==> images/met1.png <==
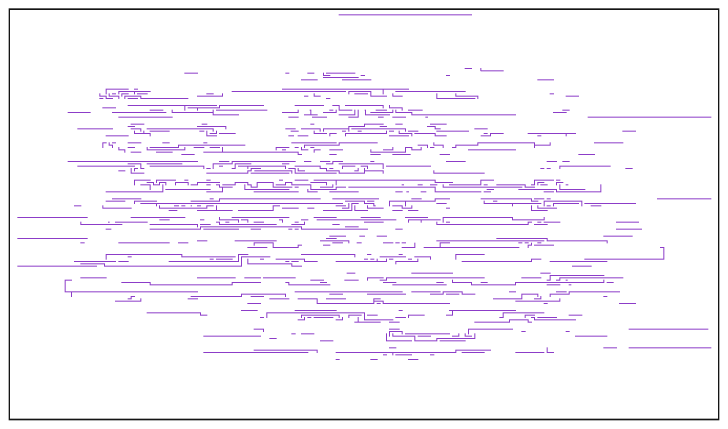
==> images/density.png <==
The die is cut into 10 by 6 equal tiles; white is low, dark blue is high, 0 to 100% covered.
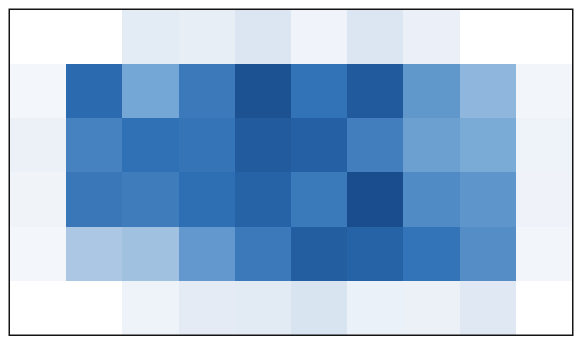
### src/rtl/reward_spawner.sv
`timescale 1ns/1ps
`default_nettype none
// ============================================================================
// Module   : reward_spawner
// Brief    : Places a random reward (type 1..3) on a free interior grid cell.
//            A free-running 16-bit LFSR supplies the candidates. A small FSM
//            spaces offers apart by a 4 Hz tick count, withdraws an offer on
//            collection or timeout, and parks in IDLE while the game is
//            disabled.
// Revision : 1.0 - initial release
// ============================================================================
module reward_spawner #(
    parameter int          GRID_W        = 40,
    parameter int          GRID_H        = 30,
    parameter int          SPAWN_DELAY   = 20,
    parameter int          OFFER_TIMEOUT = 40,
    parameter logic [15:0] LFSR_SEED     = 16'hACE1
) (
    input  logic        clk,
    input  logic        rst_n,
    input  logic        tick_4Hz,
    input  logic        enable,
    input  logic        set_finish,
    output logic        set_require,
    output logic [1:0]  reward_type,
    output logic [5:0]  random_xpos,
    output logic [5:0]  random_ypos,
    output logic [15:0] dout
);

    typedef enum logic [1:0] {
        ST_IDLE  = 2'd0,
        ST_WAIT  = 2'd1,
        ST_GEN   = 2'd2,
        ST_OFFER = 2'd3
    } state_t;

    // The counter holds the number of ticks already seen, so the N-th tick
    // arrives while the counter equals N-1.
    localparam logic [7:0] C_DELAY_LAST   = 8'(SPAWN_DELAY - 1);
    localparam logic [7:0] C_TIMEOUT_LAST = 8'(OFFER_TIMEOUT - 1);
    localparam logic [5:0] C_X_MAX        = 6'(GRID_W - 2);
    localparam logic [5:0] C_Y_MAX        = 6'(GRID_H - 2);

    state_t      state_q, state_d;
    logic [7:0]  cnt_q,   cnt_d;
    logic [15:0] lfsr_q,  lfsr_d;
    logic        req_q,   req_d;
    logic [1:0]  type_q,  type_d;
    logic [5:0]  x_q,     x_d;
    logic [5:0]  y_q,     y_d;

    logic [5:0]  w_cand_x;
    logic [5:0]  w_cand_y;
    logic [1:0]  w_cand_type;
    logic        w_cand_ok;
    logic [7:0]  w_cnt_inc;

    // Candidate fields and their legality (border cells and type 0 rejected).
    always_comb begin
        w_cand_x    = lfsr_q[5:0];
        w_cand_y    = lfsr_q[11:6];
        w_cand_type = lfsr_q[13:12];
        w_cand_ok   = (w_cand_x >= 6'd1) && (w_cand_x <= C_X_MAX) &&
                      (w_cand_y >= 6'd1) && (w_cand_y <= C_Y_MAX) &&
                      (w_cand_type != 2'd0);
        w_cnt_inc   = (cnt_q == 8'hFF) ? cnt_q : cnt_q + 8'd1;
    end

    // Fibonacci LFSR, taps 16,14,13,11; shifts every cycle unconditionally.
    always_comb begin
        lfsr_d = {lfsr_q[14:0], lfsr_q[15] ^ lfsr_q[13] ^ lfsr_q[12] ^ lfsr_q[10]};
    end

    // Next-state and offer register logic; enable=0 overrides every state.
    always_comb begin
        state_d = state_q;
        cnt_d   = cnt_q;
        req_d   = req_q;
        type_d  = type_q;
        x_d     = x_q;
        y_d     = y_q;

        if (!enable) begin
            state_d = ST_IDLE;
            cnt_d   = 8'd0;
            req_d   = 1'b0;
        end else begin
            case (state_q)
                ST_IDLE: begin
                    state_d = ST_WAIT;
                    cnt_d   = 8'd0;
                    req_d   = 1'b0;
                end
                ST_WAIT: begin
                    if (tick_4Hz) begin
                        if (cnt_q >= C_DELAY_LAST) begin
                            state_d = ST_GEN;
                            cnt_d   = 8'd0;
                        end else begin
                            cnt_d = w_cnt_inc;
                        end
                    end
                end
                ST_GEN: begin
                    // A still-high collect strobe blocks the new offer so a
                    // stuck consumer cannot instantly swallow it.
                    if (w_cand_ok && !set_finish) begin
                        x_d     = w_cand_x;
                        y_d     = w_cand_y;
                        type_d  = w_cand_type;
                        req_d   = 1'b1;
                        state_d = ST_OFFER;
                        cnt_d   = 8'd0;
                    end
                end
                ST_OFFER: begin
                    // Collection wins over a coincident timeout tick; both
                    // lead to the same place anyway.
                    if (set_finish) begin
                        req_d   = 1'b0;
                        state_d = ST_WAIT;
                        cnt_d   = 8'd0;
                    end else if (tick_4Hz) begin
                        if (cnt_q >= C_TIMEOUT_LAST) begin
                            req_d   = 1'b0;
                            state_d = ST_WAIT;
                            cnt_d   = 8'd0;
                        end else begin
                            cnt_d = w_cnt_inc;
                        end
                    end
                end
                default: begin
                    state_d = ST_IDLE;
                    cnt_d   = 8'd0;
                    req_d   = 1'b0;
                end
            endcase
        end
    end

    // State, counter, LFSR and offer registers with asynchronous reset.
    always_ff @(posedge clk or negedge rst_n) begin
        if (!rst_n) begin
            state_q <= ST_IDLE;
            cnt_q   <= 8'd0;
            lfsr_q  <= LFSR_SEED;
            req_q   <= 1'b0;
            type_q  <= 2'd0;
            x_q     <= 6'd0;
            y_q     <= 6'd0;
        end else begin
            state_q <= state_d;
            cnt_q   <= cnt_d;
            lfsr_q  <= lfsr_d;
            req_q   <= req_d;
            type_q  <= type_d;
            x_q     <= x_d;
            y_q     <= y_d;
        end
    end

    assign set_require = req_q;
    assign reward_type = type_q;
    assign random_xpos = x_q;
    assign random_ypos = y_q;
    assign dout        = lfsr_q;

endmodule
`default_nettype wire
### config.mk
export PLATFORM = sky130hd
export DESIGN_NAME = reward_spawner
export DESIGN_NICKNAME = d
export VERILOG_FILES = /design/src/rtl/reward_spawner.sv
export SDC_FILE = /design/constraint.sdc
export NUM_CORES = 1
export LEC_CHECK = 0
export ABC_AREA = 1
export CAP_MARGIN = 20
export CORE_ASPECT_RATIO = 0.5
export CORE_MARGIN = 8
export CORE_UTILIZATION = 51
export CTS_CLUSTER_SIZE = 14
export DETAILED_ROUTE_END_ITERATION = 16
export GPL_TIMING_DRIVEN = 0
export HOLD_SLACK_MARGIN = 0.05
export PLACE_DENSITY = 0.9
export SLEW_MARGIN = 10
export SYNTH_ARGS = -nofsm -noshare
export SYNTH_HDL_FRONTEND = slang
export SYNTH_SLANG_ARGS = --single-unit
### constraint.sdc
create_clock -name clk -period 1.98 [get_ports clk]
set_input_delay 0.495 -clock clk [delete_from_list [all_inputs] [get_ports clk]]
set_output_delay 0.495 -clock clk [all_outputs]
set_load 0.1 [all_outputs]
==> CHANGELOG.md <==
## Flow update

* Final instance area at 2500 um^2
* Unrepaired setup endpoints after global routing: false
* Internal power consumption at 1.36 mW
* Crit path arrival time at 1430 ps
* Worst IR drop on VDD at 0.481 mV
* Register-to-register path setup slack at 280 ps
* Combinational gates at 152
* Non-Filler Instances at 324
* Leading cell type in the layout, fill and taps excluded: nand2_1
* Delay-heaviest family, CP: buffers and inverters
* Category of the most critical setup path: reg2out
* Share of synthesized cell area in and-or and or-and compound cells at 0.0167
* Final standard cell utilization of the core at 0.661
* Root buffer cell: clkbuf_8
* Wirelength per Cell at 14.3 um
* Remaining Overflow, GRT at 0
* Seq/Total Area, Yosys at 0.532
* Starting utilization of the core area at 0.515
* Number of max-slew violations in the final report at 0
* Cell types with the largest area share after synthesis: dfrtp_1, nand2_1, dfstp_2
* Min-Delay Path Class: reg2reg
* Max Fclk at 519 MHz
* Mux area share at 0
* Insertion delay at the late pin of the worst-skew pair at 300 ps
* Top-area cell type share of the netlist area at 0.424
* Fin crit share at 0.973
* Number of global-route vias before repair at 1,544
* Number of clock-tree buffers in the layout at 6
* Final worst-path setup slack at 54.0 ps
* Endpoint of the worst-slack reg-to-reg timing path: cnt_q[2]
* Summed negative setup slack over all endpoints at 0 ps
* Non-clock inverter total of the final layout at 15
* Startpoint of the worst hold path: dout[14]
* Non-clock buffer area fraction after layout at 0.199
* Number of nets at the end of the flow at 278
* TritonCTS clock tree: done
* Routability Congestion at 0.878
* FF+latch area at 1040 um^2
* Synthesis area per yosys at 1950 um^2
* Synthesized cell area at 1950 um^2
* Tap cells at 54
* Post-cts gate resize count at 105
* Slowest cell on the critical path: clkdlybuf4s15_2
* Final critical delay including setup and external delays at 1930 ps
* Transition time at the pin with the least slew margin at 561 ps
* Routed wl met2 at 2110 um
* Global route hottest layer: met2
* DR WL met3 at 362 um
* Worst-case headroom to the max-slew limit at 0.628
* Net switching power at 0.499 mW
* Die span in x at 103 um
* Number of cells on the worst hold path at 0
* Type of element launching the critical path: flop
* Clock sink total at 41
* Yosys cell types at 25
* Antenna violations before repair at 0
* Ratio of total power to cell area at 743 nW/um^2
* Most used cells in the layout excluding fill and tap cells: nand2_1, dfrtp_1, nor2_1
* Power of the sequential group at 0.885 mW
* Largest stage delay on the critical path at 540 ps
* Combinational power at 0.262 mW
* Antenna cell count at 0
* Num ports at 36
* Count leader, synth: nand2_1
* Ratio of cells with drive above 1 in the final layout at 0.278
* Final routed DRC violation total at 0
* Flip-flops with a built-in enable at 0
* Critical path required time at 1480 ps
* Fraction of area in clock buffers and inverters at 0.0480
* Worst-case clock skew at 8.15 ps
* Logic share of the area at 0.289
* FFs w/ async S/R, synth at 1.00
* CP cell instances: buf_4 > clkdlybuf4s15_2
* Result of the run: finished, final reports clean
* Placement Rows at 16
* Met2 global-route usage at 0.245
* Endpoint type of the worst setup path: primary output
* Fraction of the mapped netlist area in adder cells at 0.0257
* Dominant kind of combinational cell: simple AND/OR/NAND/NOR gates
* Post-Syn Instances at 225
* Cells on worst reg2reg path at 10
* Met3 demand-to-capacity share in global routing at 0.0557
* Number of cells after detailed placement at 315
* Post-detailed-placement cell area at 2380 um^2
* Final-report setup violation count at 0
* Biggest area consumer among cell classes: registers
* Number of optimization iterations in the first detailed-route pass at 4
* Global-route wire length before repair at 7310 um
* Fraction of area in registers at 0.414
* Proportion of power drawn by the clock network at 0.383
* Buffers inserted during post-CTS setup optimization at 0
* Global routing usage summed across all routing layers at 0.158
* Htree depth at 2
* Area occupied by multi-input gates at 723 um^2
* Count of routing violations after the opening detailed-route iteration at 88
* Count of non-CTS buffers in the layout at 54
* Number of clock buffers inserted by TritonCTS at 5
* Max-cap viol count at 0
* End point of the worst hold path: dout[15]
* Count of tool warnings at 28
* Layout sequential cell count at 41
* Total chip power at 1.86 mW
* Power dissipated in the clock network at 0.712 mW
* Hold violation total from the final report at 0
* Smallest hold slack at 382 ps
* Top cells by instance count after synthesis: nand2_1, dfrtp_1, nor2_1, buf_4, inv_1
* Number of nets in the synthesized netlist at 234
* Area share of xor/xnor cells in the synthesized design at 0.0180
* Fill count at 299
* Proportion of power drawn by flip-flops and latches at 0.476
* Worst R2R Start: cnt_q[0]
* Total half-perimeter wirelength after legalization and detailed placement at 3390 um
* Uppermost routed layer: met4
* Die area at 6170 um^2
* Routed metal-1 wire length at 2100 um
* Area of the core at 3780 um^2
* Power group with the highest consumption: registers
* Clock-pin transition on the worst setup and hold timing paths at 80 ps
* Syn Area/Cell at 8.65 um^2
* Antenna Nets Post-Route at 0
* Number of cells in Yosys stat at 225
* Via-to-Cell Ratio at 5.00
* Cell taking the most area after synthesis: dfrtp_1
* Pin count of the biggest net entering global routing at 34
* Setup slack after placement at -337 ps
* Count of yosys warnings during synthesis at 0
* Number of flip-flops and latches in the synthesized netlist at 41
* Height of the chip at 59.7 um
* Maximum number of buffers from clock root to sink at 2
* Post-Synth Simple-Gate Area at 0.311
* Primary flip-flop cell chosen by synthesis mapping: dfrtp_1
* Area growth syn-to-layout at 28.5%
Back to the opening pictures, met1.png:
main direction: horizontal
longest straight run: 29.4 um
share of all routed wire: 45%
nets with wire on the layer: 243
wire length on this layer: 2,100 um
met1 track demand over resource in global routing: 0.197
Total Wirelength: 4640 um
total number of vias: 1,621

Back to the opening pictures, density.png:
emptiest ninth of the die: bottom left
tiles over 75% full: 15%
fullest tile: 89%
nearly empty tiles: 12%
mean over tiles: 39%
densest ninth of the die: middle

==> worst max-delay path by stage <==
| stage | from | to | slack, ps | cells after the start |
|---|---|---|---|---|
| after CTS | reward_type[1] | reward_type[1] | 20 | 1 |
| after global routing | dout[12] | dout[12] | 7 | 2 |
| final | dout[9] | dout[9] | 50 | 2 |
| after floorplan | set_finish | random_xpos[0] | 550 | 9 |
| after detailed placement | dout[10] | dout[10] | -340 | 2 |
| after global placement | rst_n | cnt_q[0] | -510 | 1 |
==> registers in the layout, summed over array words and instances (netlist names) <==
| signal | count |
|---|---|
| cnt_q | 8 |
| dout | 16 |
| random_xpos | 6 |
| random_ypos | 6 |
| reward_type | 2 |
| set_require | 1 |
| state_q | 2 |
No activity file was given, so power comes from the tool's default toggle rates.
